File: config.mk
export PLATFORM = sky130hd
export DESIGN_NAME = mips_operand_sel_pipe_flat
export DESIGN_NICKNAME = d
export VERILOG_FILES = /design/src/rtl/mips_pkg.sv /design/src/rtl/mips_operand_sel_pipe_if.sv /design/src/rtl/mips_pipe_slot.sv /design/src/rtl/mips_operand_sel_pipe.sv /design/src/flat_wrapper.sv
export SDC_FILE = /design/constraint.sdc
export NUM_CORES = 1
export LEC_CHECK = 0
export CAP_MARGIN = 10
export CORE_MARGIN = 2
export CORE_UTILIZATION = 36
export DETAILED_ROUTE_END_ITERATION = 16
export GPL_ROUTABILITY_DRIVEN = 0
export MAX_ROUTING_LAYER = met4
export PLACE_DENSITY = 0.93
export SLEW_MARGIN = 20
export SYNTH_ARGS = -nofsm -noshare
export SYNTH_HDL_FRONTEND = slang
export SYNTH_SLANG_ARGS = --single-unit
File: constraint.sdc
create_clock -name clk -period 2.4 [get_ports clk]
set_input_delay 0.36 -clock clk [delete_from_list [all_inputs] [get_ports clk]]
set_output_delay 0.36 -clock clk [all_outputs]
set_load 0.01 [all_outputs]
File: src/rtl/mips_pkg.sv
// Shared MIPS datapath constants and helpers used by the operand-select pipeline.
package mips_pkg;

  localparam int unsigned WORD_W = 32;

  // Operand source indices as seen by the forwarding/hazard unit
  localparam int unsigned OPSRC_RF    = 0;
  localparam int unsigned OPSRC_EXMEM = 1;
  localparam int unsigned OPSRC_MEMWB = 2;
  localparam int unsigned OPSRC_IMM   = 3;

  // Index width for n items, never below one bit
  function automatic int unsigned clog2_min1(input int unsigned n);
    return (n <= 32'd2) ? 32'd1 : 32'($clog2(n));
  endfunction

endpackage

File: src/rtl/mips_operand_sel_pipe_if.sv
// Producer/consumer bus of the operand-select pipeline.
// MIPS_OPSEL_ERRCNT_EN adds the select-error counter and its clear.
interface mips_operand_sel_pipe_if
  import mips_pkg::*;
#(
  parameter int unsigned WIDTH = WORD_W,
  parameter int unsigned NSRC  = 4
);

  localparam int unsigned SELW = clog2_min1(NSRC);

  logic [NSRC*WIDTH-1:0] in_data;
  logic [SELW-1:0]       in_sel;
  logic                  in_valid;
  logic                  in_ready;
  logic                  flush;
  logic [WIDTH-1:0]      out_data;
  logic                  out_valid;
  logic                  out_ready;
  logic                  sel_err;
`ifdef MIPS_OPSEL_ERRCNT_EN
  logic [7:0]            sel_err_cnt;
  logic                  sel_err_clr;

  modport master (
    output in_data, in_sel, in_valid, flush, out_ready, sel_err_clr,
    input  in_ready, out_data, out_valid, sel_err, sel_err_cnt
  );

  modport slave (
    input  in_data, in_sel, in_valid, flush, out_ready, sel_err_clr,
    output in_ready, out_data, out_valid, sel_err, sel_err_cnt
  );
`else
  modport master (
    output in_data, in_sel, in_valid, flush, out_ready,
    input  in_ready, out_data, out_valid, sel_err
  );

  modport slave (
    input  in_data, in_sel, in_valid, flush, out_ready,
    output in_ready, out_data, out_valid, sel_err
  );
`endif

endinterface

File: src/rtl/mips_pipe_slot.sv
// One elastic register slot: holds a word plus its select-error tag, loads when
// empty or when downstream takes the current content, emptied by flush.
module mips_pipe_slot #(
  parameter int unsigned WIDTH = 32
) (
  input  logic             clk,
  input  logic             reset,
  input  logic             flush,
  input  logic             in_valid,
  input  logic [WIDTH-1:0] in_data,
  input  logic             in_err,
  input  logic             out_ready,
  output logic             out_valid,
  output logic [WIDTH-1:0] out_data,
  output logic             out_err
);

  logic load_c;

  assign load_c = !out_valid || out_ready;

  // Flush drops the valid only; the data and tag registers keep their contents
  always_ff @(posedge clk or posedge reset) begin
    if (reset) begin
      out_valid <= 1'b0;
      out_data  <= '0;
      out_err   <= 1'b0;
    end else if (flush) begin
      out_valid <= 1'b0;
    end else if (load_c) begin
      out_valid <= in_valid;
      if (in_valid) begin
        out_data <= in_data;
        out_err  <= in_err;
      end
    end
  end

endmodule

File: src/rtl/mips_operand_sel_pipe.sv
// ALU operand source select (RF / EX-MEM / MEM-WB / IMM) feeding a stallable,
// flushable elastic pipeline. Optional MIPS_OPSEL_ERRCNT_EN: bad-select counter.
module mips_operand_sel_pipe
  import mips_pkg::*;
#(
  parameter int unsigned WIDTH  = WORD_W,
  parameter int unsigned NSRC   = 4,
  parameter int unsigned STAGES = 1
) (
  input logic                    clk,
  input logic                    reset,
  mips_operand_sel_pipe_if.slave bus
);

  localparam int unsigned SELW  = clog2_min1(NSRC);
  localparam int unsigned SELW1 = SELW + 1;

  logic [WIDTH-1:0]             sel_word;
  logic                         sel_bad;
  logic                         accept;
  logic [STAGES-1:0]            slot_valid;
  logic [STAGES-1:0][WIDTH-1:0] slot_data;
  logic [STAGES-1:0]            slot_err;
  logic [STAGES:0]              feed_valid;
  logic [STAGES:0][WIDTH-1:0]   feed_data;
  logic [STAGES:0]              feed_err;
  logic [STAGES:0]              down_ready;
  logic                         sel_err_q;
  logic                         unused_tail_err;

  // Out-of-range select falls back to source 0 (only reachable for non-power-of-2 NSRC)
  assign sel_bad = {1'b0, bus.in_sel} >= SELW1'(NSRC);

  always_comb begin
    sel_word = bus.in_data[WIDTH-1:0];
    for (int unsigned k = 1; k < NSRC; k++) begin
      if (bus.in_sel == SELW'(k)) sel_word = bus.in_data[k*WIDTH +: WIDTH];
    end
  end

  // Slot i can take a word when it or any slot after it is empty, or the consumer drains
  always_comb begin
    logic room;
    room               = bus.out_ready;
    down_ready         = '0;
    down_ready[STAGES] = room;
    for (int i = int'(STAGES) - 1; i >= 0; i--) begin
      room          = room || !slot_valid[i];
      down_ready[i] = room;
    end
  end

  assign bus.in_ready = !bus.flush && down_ready[0];
  assign accept       = bus.in_valid && bus.in_ready;

  assign feed_valid = {slot_valid, accept};
  assign feed_data  = {slot_data, sel_word};
  assign feed_err   = {slot_err, sel_bad};

  for (genvar i = 0; i < STAGES; i++) begin : g_slot
    mips_pipe_slot #(
      .WIDTH (WIDTH)
    ) u_slot (
      .clk       (clk),
      .reset     (reset),
      .flush     (bus.flush),
      .in_valid  (feed_valid[i]),
      .in_data   (feed_data[i]),
      .in_err    (feed_err[i]),
      .out_ready (down_ready[i+1]),
      .out_valid (slot_valid[i]),
      .out_data  (slot_data[i]),
      .out_err   (slot_err[i])
    );
  end

  assign bus.out_valid = feed_valid[STAGES];
  assign bus.out_data  = feed_data[STAGES];
  assign unused_tail_err = feed_err[STAGES];

  // One-cycle pulse per accepted bad select; flush blocks acceptance so it also clears
  always_ff @(posedge clk or posedge reset) begin
    if (reset) sel_err_q <= 1'b0;
    else       sel_err_q <= accept && sel_bad;
  end

  assign bus.sel_err = sel_err_q;

`ifdef MIPS_OPSEL_ERRCNT_EN
  logic [7:0] err_cnt_q;

  // Saturating count of accepted bad selects; clear wins over a coincident increment
  always_ff @(posedge clk or posedge reset) begin
    if (reset) begin
      err_cnt_q <= 8'd0;
    end else if (bus.sel_err_clr) begin
      err_cnt_q <= 8'd0;
    end else if (accept && sel_bad && (err_cnt_q != 8'hFF)) begin
      err_cnt_q <= err_cnt_q + 8'd1;
    end
  end

  assign bus.sel_err_cnt = err_cnt_q;
`endif

  a_hold_under_stall: assert property (@(posedge clk) disable iff (reset)
    (bus.out_valid && !bus.out_ready) |=> $stable(bus.out_data));

  a_err_from_accept: assert property (@(posedge clk) disable iff (reset)
    sel_err_q |-> $past(accept && sel_bad));

endmodule

File: src/flat_wrapper.sv
// flat-port wrapper written by rule: the top's interface ports become plain ports
module mips_operand_sel_pipe_flat import mips_pkg::*;
#(
  parameter int unsigned WIDTH  = WORD_W,
  parameter int unsigned NSRC   = 4,
  parameter int unsigned STAGES = 1
)
  (clk, reset, bus_in_data, bus_in_sel, bus_in_valid, bus_flush, bus_out_ready, bus_in_ready, bus_out_data, bus_out_valid, bus_sel_err);
  mips_operand_sel_pipe_if #(.WIDTH(WIDTH), .NSRC(NSRC)) bus_i ();
  input logic clk;
  input logic reset;
  input wire logic [$bits(bus_i.in_data)-1:0] bus_in_data;
  input wire logic [$bits(bus_i.in_sel)-1:0] bus_in_sel;
  input wire logic [$bits(bus_i.in_valid)-1:0] bus_in_valid;
  input wire logic [$bits(bus_i.flush)-1:0] bus_flush;
  input wire logic [$bits(bus_i.out_ready)-1:0] bus_out_ready;
  output wire logic [$bits(bus_i.in_ready)-1:0] bus_in_ready;
  output wire logic [$bits(bus_i.out_data)-1:0] bus_out_data;
  output wire logic [$bits(bus_i.out_valid)-1:0] bus_out_valid;
  output wire logic [$bits(bus_i.sel_err)-1:0] bus_sel_err;
  assign bus_i.in_data = bus_in_data;
  assign bus_i.in_sel = bus_in_sel;
  assign bus_i.in_valid = bus_in_valid;
  assign bus_i.flush = bus_flush;
  assign bus_i.out_ready = bus_out_ready;
  assign bus_in_ready = bus_i.in_ready;
  assign bus_out_data = bus_i.out_data;
  assign bus_out_valid = bus_i.out_valid;
  assign bus_sel_err = bus_i.sel_err;
  mips_operand_sel_pipe #(.WIDTH(WIDTH), .NSRC(NSRC), .STAGES(STAGES)) u_core (.clk(clk), .reset(reset), .bus(bus_i));
endmodule
==> run summary <==
The following summarizes the physical implementation.

Outcome
The flow ran to the end, and the final reports show no timing, DRC or antenna violations.

Floorplanning
The initial core utilization is 0.3695. The number of ports placed on the die boundary is 170. The chip occupies 6641 um2. In this run the core area contains 28 standard-cell rows.

Yosys
The synthesized area divided by synthesized cell count is 18.80 um2. The cell area after technology mapping is 2162 um2. The main area contributors are dfrtp_1 38%, mux4_2 31%, mux2_4 21%.

The number of distinct standard cells referenced by the synthesized netlist is 13. The part of the Yosys area used for sequential elements is 0.3819. Yosys reports a chip area of 2162 um2. The cell taking the most area after synthesis is dfrtp_1. The yosys synthesis warning count is 0. The net count after synthesis is 250. Counting flops and latches in the post-synthesis netlist gives 33. The synthesized netlist was found by Yosys to have 115 cells.

Synthesis produced 115 cells.

Place
The detailed placer reported the number of placed instances as 351.

Routing
Per the post-route antenna check, the number of violating nets is 0. The routed design shows a via density per instance of 5.028. Per the log, the first TritonRoute iteration ended with a DRC count of 56. The post-detailed-route DRC marker count is 0. The iteration count recorded for the first detailed-route pass is 4.

Final layout
The count of antenna diodes in the layout is 0. The flow measured a signed area growth from synthesis to layout of 85.47%. The net count reported at finish is 418.

The non-filler instance count after layout is 359.

Pwr
The worst vdd rail ir drop is 0.0002799 V. For this design the ratio of total power to cell area is 521.5 nW/um2. The leakage component of the power was reported as 1.594 nW.

Final timing
The upper clock frequency limit is 502.6 MHz. Final hold analysis gives a worst-case slack of 473.3 ps. The minimum clock period is 1990 ps. The total of endpoints with negative setup slack in the final report is 0.

Setup repair after global routing left no endpoint under its margin. After routing, the total negative slack on setup checks comes to 0 ps. The worst setup skew after layout is 10.22 ps. The final tally of max-slew violations is 0. In the final report, the number of hold violations comes to 0. The portion of the clock cycle consumed by the worst path in the final layout is 0.8290.

Global route
The global router's overall resource usage is 0.2074. The first global-routing pass estimated 9853 um of wire. The residual overflow from global routing is 0. The number of global-route vias before repair is 2101. The number of antenna violations at the first check in global routing came to 0. Entering global routing, the biggest net connects 34 pins.

CTS
The clock reaches the later pin of the worst-skew pair after 280 ps. The H-tree level count is 2. TritonCTS built the clock tree. In this run the post-CTS setup repair buffer count came out at 0. Gates resized during post-CTS repair numbered 0.

The master cell of the clock root buffer is clkbuf_8. Per the post-CTS timing run, clock transition at the registers of the reported paths is 70 ps. The number of buffers added to fix hold violations after cts is 0.

TritonCTS reports the number of clock sinks as 33. CTS added clock buffers totalling 5. The maximum buffer depth of the clock tree is 2.

Setup path
The kind of cell with the highest combined delay on the critical path is buffers and inverters. STA shows the worst reg2reg path with a cell count of 4. Per STA, the worst path is made up of clkdlybuf4s50_1 > nor2b_1 > nor2_1 > clkdlybuf4s50_1. The worst setup path is launched from a primary input. The worst setup path is captured at an output pin. The terminus of the critical flop-to-flop path is u_core.g_slot[0].u_slot.out_data[28]. Data arrives at the worst endpoint at 1630 ps. The highest fanout seen on the critical path is 3. The class of the most critical setup path is primary input to output pin. The reg2reg setup slack is 830 ps. Per the STA report, the cell with the highest stage delay on the worst path is clkdlybuf4s50_1. The data required time of the worst path is 2040 ps. In this run the critical register-to-register path is launched from u_core.g_slot[0].u_slot.out_valid. Among the stages of the critical path, the cell type that occurs most often is clkdlybuf4s50_1. In this design, the stage delay of the slowest critical-path cell is 480 ps. The critical path contains buffers and inverters numbering 2 combined.

Run
Max-cap violations in this run came to 0. The OpenROAD warning count is 26.

Worst hold path
According to the hold report, the worst path is of the primary input to asynchronous set/reset pin type.
## power by group
group          switching, mW  leakage [nW]  internal (mW)
combinational          0.257          1.15          0.641
sequential            0.0704         0.389          0.677
clock                  0.188        0.0542          0.259
## layout make-up
| class | count | area (um2) |
|---|---|---|
| tap | 75 | 93.84 |
| clock buffer | 7 | 96.34 |
| multi-input combinational | 70 | 1241 |
| clock inverter | 1 | 5.005 |
| fill | 402 | 1841 |
| inverter | 1 | 3.754 |
| sequential | 33 | 825.8 |
| timing repair buffer | 172 | 1744 |
## registers in the layout, summed over array words and instances, names as in the netlist
signal                          cells
u_core.g_slot.u_slot.out_data      32
u_core.g_slot.u_slot.out_valid      1
## worst max path at each step
stage / from / to / slack (ps) / cells after the start
2_1_floorplan: u_core.g_slot[0].u_slot.out_valid / u_core.g_slot[0].u_slot.out_data[0] / 850 / 4
3_3_place_gp: bus_out_ready / bus_in_ready / 470 / 4
3_5_place_dp: bus_out_ready / bus_in_ready / 410 / 4
4_1_cts: bus_out_ready / bus_in_ready / 410 / 4
5_1_grt: bus_out_ready / bus_in_ready / 380 / 4
6_report: bus_out_ready / bus_in_ready / 410 / 4
## synth_stat cells (all sizes together)
| master | n |
|---|---|
| dfrtp | 33 |
| mux2 | 32 |
| mux4 | 32 |
| clkbuf | 3 |
| buf | 8 |
| inv | 1 |
| nor2 | 3 |
| conb | 1 |
| nor3b | 1 |
| nor2b | 1 |
## tightest hold or removal path, delay by kind of cell
kind,cells,cell delay (ps)
buf+inv,3,800
## cells by family after synthesis
family	count (synthesis)	synth area share
buffers and inverters	12	0.04688
flip-flops	33	0.3819
multiplexers	64	0.5556
other	1	0.001734
AND/OR/NAND/NOR	5	0.01389
## layout by cell type, fill, tap and decap left out
cell type,count
buf_12,3
clkinv_2,1
clkbuf_8,7
mux4_2,30
buf_2,1
nor3b_4,1
nor2b_1,1
clkdlybuf4s50_1,167
mux2_4,30
nor2_1,3
dfrtp_1,33
mux4_1,2
buf_4,1
inv_1,1
mux2_2,2
conb_1,1
## metal layers
| metal | up-vias | GRT usage | part of all wire |
|---|---|---|---|
| met4 | 0 | 0.06780 | 0.016 |
| met5 | - | - | 0 |
| met3 | 10 | 0.05824 | 0.10 |
| li1 | 801 | - | - |
| met2 | 111 | 0.3943 | 0.55 |
| met1 | 883 | 0.2003 | 0.33 |
## metrics by stage
stage / instance area, um2 / total power [mW] / setup slack [ps] / util
final: 4010 / 2.091 / 410.3 / 0.6854
after global routing: 4010 / 2.194 / 382.9 / 0.6854
after CTS: 4010 / 2.117 / 405.7 / 0.6854
after detailed placement: 3909 / 1.659 / 411.7 / 0.6681
after global placement: 3909 / 1.631 / 473.3 / 0.6681
after floorplan: 2162 / 1.133 / 848.6 / -
io_placement.png
Drawn at 6 px/um. Pins as bars across the die edge, other pins in grey.
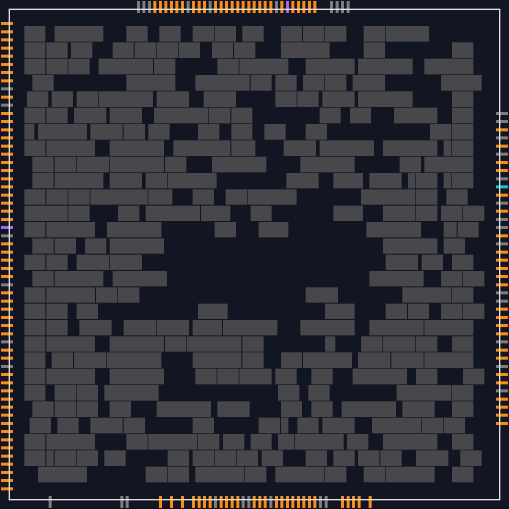
colour	port	pins	direction	edge
orange	bus_in_data	128	input	51 west, 27 south, 26 north, 24 east
cyan	bus_in_valid	1	input	east
purple	bus_in_sel	2	input	1 west, 1 north
number of port buffers: 168
vertical die dimension: 81.50 um
horizontal die size: 81.50 um

io_fan.png
Drawn at 3 px/um.
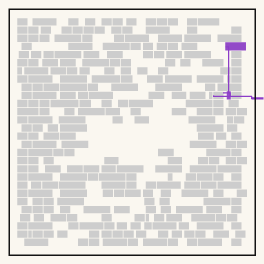
colour	port	direction	end cells	buffers	wire
purple	bus_in_valid	input	2	1	33.6 um

wires.png
Drawn at 3 px/um. Only two layers are drawn.
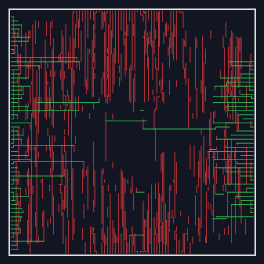
colour	layer	wire length
green	metal 3	659 um
red	metal 2	3590 um
number of vias in the routed layout: 1805
average wire length per cell after detail routing: 18.09 um

layer_met2.png
Drawn at 6 px/um.
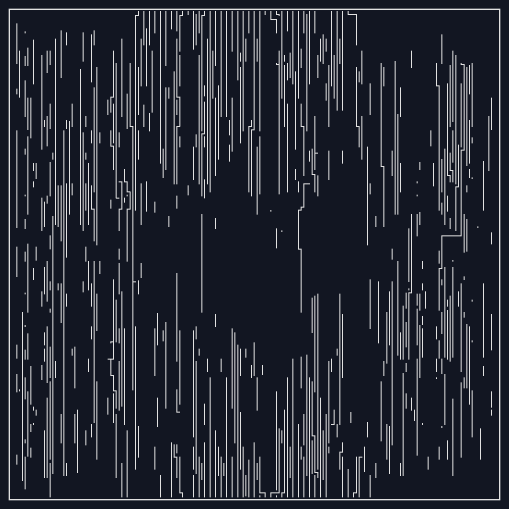
share of all routed wire	55%
wire length on this layer	3590 um
main direction	vertical
longest straight run	57.5 um
met2 demand-to-capacity share in global routing: 0.3943
Routed Wire Length: 6496 um

No activity file was given, so power comes from the tool's default toggle rates.
